==> src/rtl/hazard_match_tracker_pkg.sv <==
// Shared types and constants for the hazard-unit producer side: address width,
// PC address and the fixed Match bit positions consumed by the hazard unit.
package hazard_match_tracker_pkg;

    localparam int ADDR_W = 4;

    typedef logic [ADDR_W-1:0] addr_t;

    localparam addr_t PC_ADDR = 4'hF;

    // Match bit positions; the W2 pair intentionally lists RA2 above RA1.
    localparam int M1_RA1 = 7;
    localparam int M1_RA2 = 6;
    localparam int W1_RA1 = 5;
    localparam int W1_RA2 = 4;
    localparam int M2_RA1 = 3;
    localparam int M2_RA2 = 2;
    localparam int W2_RA2 = 1;
    localparam int W2_RA1 = 0;

    typedef struct packed {
        addr_t ra1;
        addr_t ra2;
        addr_t wa1;
        addr_t wa2;
        logic  reg_write1;
        logic  reg_write2;
        logic  mem_to_reg1;
        logic  mem_to_reg2;
    } e_stage_t;

    typedef struct packed {
        addr_t wa1;
        addr_t wa2;
        logic  reg_write1;
        logic  reg_write2;
        logic  mem_to_reg1;
        logic  mem_to_reg2;
    } m_stage_t;

    typedef struct packed {
        addr_t wa1;
        addr_t wa2;
        logic  reg_write1;
        logic  reg_write2;
    } w_stage_t;

    function automatic logic src_hit(input addr_t src, input addr_t dst, input logic we);
        return we && (src == dst);
    endfunction

endpackage

==> src/rtl/hazard_match_tracker_stage_reg.sv <==
// hz_stage_reg: generic pipeline stage register with asynchronous active-low
// clear and a synchronous flush that loads a bubble (all zeros).
module hz_stage_reg #(
    parameter int W = 8
) (
    input  logic         clk,
    input  logic         reset,
    input  logic         flush,
    input  logic [W-1:0] d,
    output logic [W-1:0] q
);

    always_ff @(posedge clk or negedge reset) begin
        if (!reset) begin
            q <= '0;
        end else if (flush) begin
            q <= '0;
        end else begin
            q <= d;
        end
    end

endmodule

==> src/rtl/hazard_match_tracker.sv <==
// Carries both issue slots' register addresses through E/M/W and produces the
// Match vector, LME and stage write enables for the hazard unit.
// Optional build macro: HZ_MATCH_PC_MASK_EN (suppress matches on PC-address sources).
module hazard_match_tracker
    import hazard_match_tracker_pkg::*;
(
    input  logic              clk,
    input  logic              reset,
    input  logic [ADDR_W-1:0] RA1D,
    input  logic [ADDR_W-1:0] RA2D,
    input  logic [ADDR_W-1:0] WA1D,
    input  logic [ADDR_W-1:0] WA2D,
    input  logic              RegWrite1D,
    input  logic              RegWrite2D,
    input  logic              MemtoReg1D,
    input  logic              MemtoReg2D,
    input  logic              FlushE,
    output logic [7:0]        Match,
    output logic              LME,
    output logic              RegWrite1M,
    output logic              RegWrite1W,
    output logic              RegWrite2M,
    output logic              RegWrite2W
);

    e_stage_t e_d, e_q;
    m_stage_t m_d, m_q;
    w_stage_t w_d, w_q;
    logic [7:0] match_raw;

    always_comb begin
        e_d.ra1         = RA1D;
        e_d.ra2         = RA2D;
        e_d.wa1         = WA1D;
        e_d.wa2         = WA2D;
        e_d.reg_write1  = RegWrite1D;
        e_d.reg_write2  = RegWrite2D;
        e_d.mem_to_reg1 = MemtoReg1D;
        e_d.mem_to_reg2 = MemtoReg2D;

        m_d.wa1         = e_q.wa1;
        m_d.wa2         = e_q.wa2;
        m_d.reg_write1  = e_q.reg_write1;
        m_d.reg_write2  = e_q.reg_write2;
        m_d.mem_to_reg1 = e_q.mem_to_reg1;
        m_d.mem_to_reg2 = e_q.mem_to_reg2;

        w_d.wa1         = m_q.wa1;
        w_d.wa2         = m_q.wa2;
        w_d.reg_write1  = m_q.reg_write1;
        w_d.reg_write2  = m_q.reg_write2;
    end

    // Stalls upstream always come with FlushE, so E never needs a hold path.
    hz_stage_reg #(.W($bits(e_stage_t))) u_stage_e (
        .clk   (clk),
        .reset (reset),
        .flush (FlushE),
        .d     (e_d),
        .q     (e_q)
    );

    hz_stage_reg #(.W($bits(m_stage_t))) u_stage_m (
        .clk   (clk),
        .reset (reset),
        .flush (1'b0),
        .d     (m_d),
        .q     (m_q)
    );

    hz_stage_reg #(.W($bits(w_stage_t))) u_stage_w (
        .clk   (clk),
        .reset (reset),
        .flush (1'b0),
        .d     (w_d),
        .q     (w_q)
    );

    // Write-enable qualification also hides address-0 hits from bubbles.
    always_comb begin
        match_raw         = '0;
        match_raw[M1_RA1] = src_hit(e_q.ra1, m_q.wa1, m_q.reg_write1);
        match_raw[M1_RA2] = src_hit(e_q.ra2, m_q.wa1, m_q.reg_write1);
        match_raw[W1_RA1] = src_hit(e_q.ra1, w_q.wa1, w_q.reg_write1);
        match_raw[W1_RA2] = src_hit(e_q.ra2, w_q.wa1, w_q.reg_write1);
        match_raw[M2_RA1] = src_hit(e_q.ra1, m_q.wa2, m_q.reg_write2);
        match_raw[M2_RA2] = src_hit(e_q.ra2, m_q.wa2, m_q.reg_write2);
        match_raw[W2_RA2] = src_hit(e_q.ra2, w_q.wa2, w_q.reg_write2);
        match_raw[W2_RA1] = src_hit(e_q.ra1, w_q.wa2, w_q.reg_write2);
`ifdef HZ_MATCH_PC_MASK_EN
        // The PC operand comes from the PC path and is never forwarded.
        if (e_q.ra1 == PC_ADDR) begin
            match_raw[M1_RA1] = 1'b0;
            match_raw[W1_RA1] = 1'b0;
            match_raw[M2_RA1] = 1'b0;
            match_raw[W2_RA1] = 1'b0;
        end
        if (e_q.ra2 == PC_ADDR) begin
            match_raw[M1_RA2] = 1'b0;
            match_raw[W1_RA2] = 1'b0;
            match_raw[M2_RA2] = 1'b0;
            match_raw[W2_RA2] = 1'b0;
        end
`endif
    end

    assign Match      = match_raw;
    assign LME        = (m_q.mem_to_reg1 & m_q.reg_write1) | (m_q.mem_to_reg2 & m_q.reg_write2);
    assign RegWrite1M = m_q.reg_write1;
    assign RegWrite2M = m_q.reg_write2;
    assign RegWrite1W = w_q.reg_write1;
    assign RegWrite2W = w_q.reg_write2;

endmodule

==> config.mk <==
export PLATFORM = sky130hd
export DESIGN_NAME = hazard_match_tracker
export DESIGN_NICKNAME = d
export VERILOG_FILES = /design/src/rtl/hazard_match_tracker_pkg.sv /design/src/rtl/hazard_match_tracker_stage_reg.sv /design/src/rtl/hazard_match_tracker.sv
export SDC_FILE = /design/constraint.sdc
export NUM_CORES = 1
export LEC_CHECK = 0
export CAP_MARGIN = 20
export CORE_AREA = 3 3 78 80
export CTS_CLUSTER_SIZE = 8
export DETAILED_ROUTE_END_ITERATION = 10
export DIE_AREA = 0 0 81 83
export PLACE_DENSITY = 0.56
export SYNTH_ARGS = -nofsm -noshare
export SYNTH_HDL_FRONTEND = slang
export SYNTH_SLANG_ARGS = --single-unit
export TNS_END_PERCENT = 100
==> constraint.sdc <==
create_clock -name clk -period 1.5 [get_ports clk]
set_input_delay 0.225 -clock clk [delete_from_list [all_inputs] [get_ports clk]]
set_output_delay 0.225 -clock clk [all_outputs]
set_load 0.05 [all_outputs]
Figure 1. Hierarchy map of the flops.
Drawn at 6 px/um.
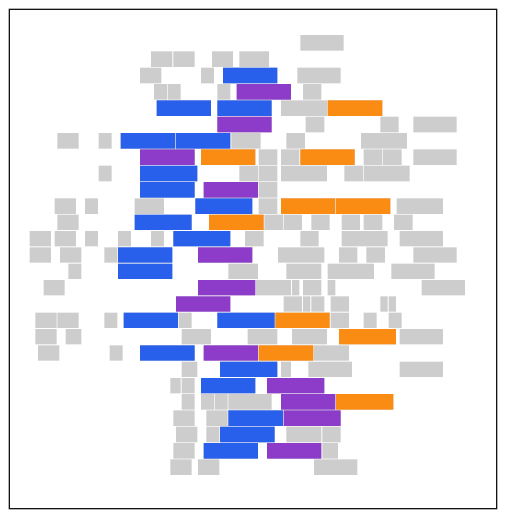
legend:
  `u_stage_m`:
    color: purple
    sequential_cells: 12
  `u_stage_e`:
    color: blue
    sequential_cells: 20
  `u_stage_w`:
    color: orange
    sequential_cells: 10

Figure 2. Gate-type map.
Drawn at 3 px/um.
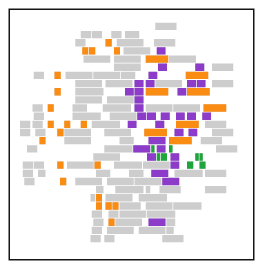
legend:
  XOR/XNOR gates:
    color: purple
    cells: 32
    most_used: xor2_1
  NAND gates:
    color: green
    cells: 8
    most_used: nand2_1
  NOR gates:
    color: orange
    cells: 28
    most_used: nor2b_1
most frequent logic cell in the layout: dfrtp_1
logic share of the area: 27.4%
Layout Cells excl Fill: 229

Figure 3. Clock wiring as the flow saved it.
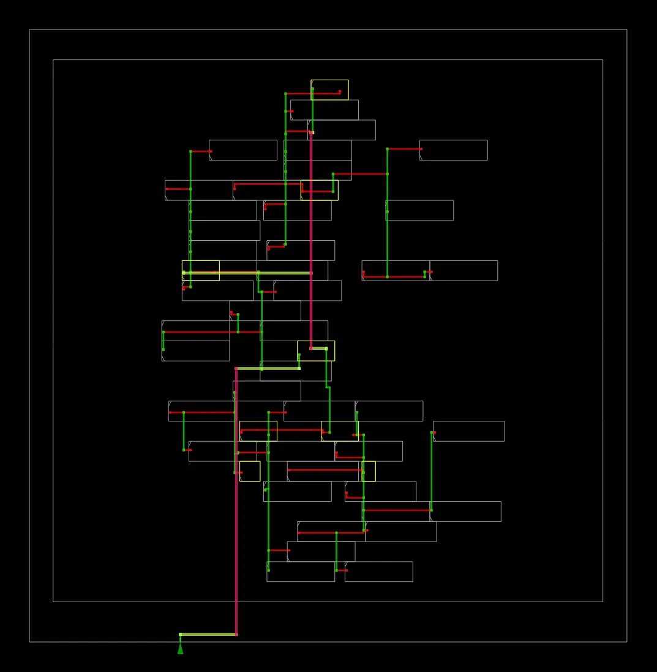
CTS buffer count: 5
seq_cells: 42
clk sinks: 42
Setup Skew: 8.82 ps

Figure 4. M3 wires.
Drawn at 6 px/um.
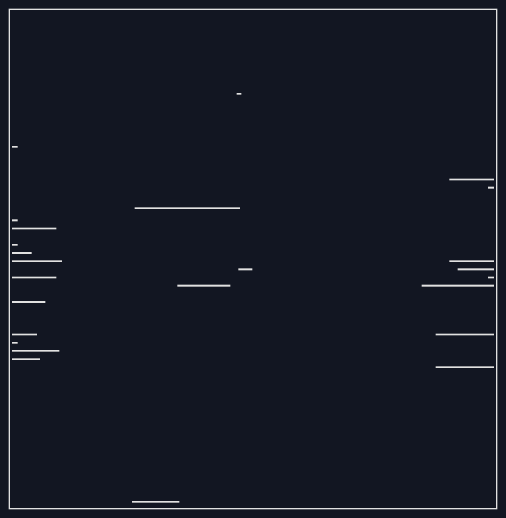
wire length on this layer: 137 um
longest straight run: 17.2 um

==> impl_metrics.toml <==
# yosys + openroad results
[synthesis]
syn_inst = 115
ys_cells = 115
simple_gate_share_pct = 15.8
yosysChipArea_um2 = 1610
ys_top_cells_by_count = "dfrtp_1, xor2_1, nor2b_1"
yosysTopAreaCell = "dfrtp_1"
yosys.cell_types.count = 9
synthAdderAreaFrac_pct = 0
ys_sh_xor_pct = 17.4
top_cells_by_area = "dfrtp_1, xor2_1, nor2b_1"
ys_sh_aoi_pct = 0.543
ys_seq_share_pct = 65.2
syn_area_um2 = 1610
syn_avg_cell_area_um2 = 14.0
synth_nets = 138
ys_ff = 42

[worst_setup_path]
startpoint_type = "register"
cp.arrival_ps = 1450
endpoint = "Match[6]"
path_class = "register to primary output"
crit_required_ps = 1270
cp_cell_sequence = "xor2_1, nor4_4, buf_12"
cp_max_fo = 4
reg2reg_from = "u_stage_m.q[3]"

[final_timing]
rsz0062_at_grt = "yes"
setup_viol = 8
setup_slack_ps = -179
whs_ps = 341
fmax_ghz = 0.596
final_max_slew_viol_count = 0
worst_pin_slew_ps = 399
timing.final.crit_period_ps = 1680

[hold_path]
hp-class = "register to register"
holdCritStartpoint = "u_stage_e.q[6]"
min_to = "u_stage_m.q[6]"

[power_and_ir_drop]
p_int_mw = 1.74
powerDensity_nw_per_um2 = 967
combPwrFrac_pct = 15.4
p_sw_share_pct = 25.2
seqPwrFrac_pct = 53.8
p_leak_nw = 1.04

[clock_network]
clockBufferDepth = 2
post_cts_resized = 9
cts_tree = "built"

[global_route]
grtUsageMet3_pct = 2.49
use_met1_pct = 11.2
grt_start_max_net_pins = 26
grtUsageMet2_pct = 14.5
antenna_found_initial = 0
grt_pass1_wl_um = 4660

[drt]
wl_met3_um = 136
avgViaCountPerCell = 3.94
vias = 902
route.detailed.drc = 0
wl_met2_um = 1380

[placement]
dp.cells = 220
portBuffers = 35
placed_area_um2 = 2270

[cells_and_area]
utilization_pct = 44.0
top_register = "u_stage_e.q"
seq_area_um2 = 1060
largest_registers = "u_stage_e.q: 20 flops, u_stage_m.q: 12 flops, u_stage_w.q: 10 flops"
nClkBuffers = 6
drive_gt1_share_pct = 32.5
syn_to_final_growth_pct = 49.4
diodes = 0
num-fill-cells = 516
clk_share_pct = 3.95
fin_area_um2 = 2410
most-common-layout-cells = "dfrtp_1, xor2_1, clkdlybuf4s50_1"
final-comb-area_um2 = 659

[die]
nWellTaps = 72
die_w_um = 81
die_y_um = 83
num_rows = 27
chipArea_um2 = 6720

[job]
cap_violations = 0

[outcome]
violations = "setup timing"
status = "finished with violations"
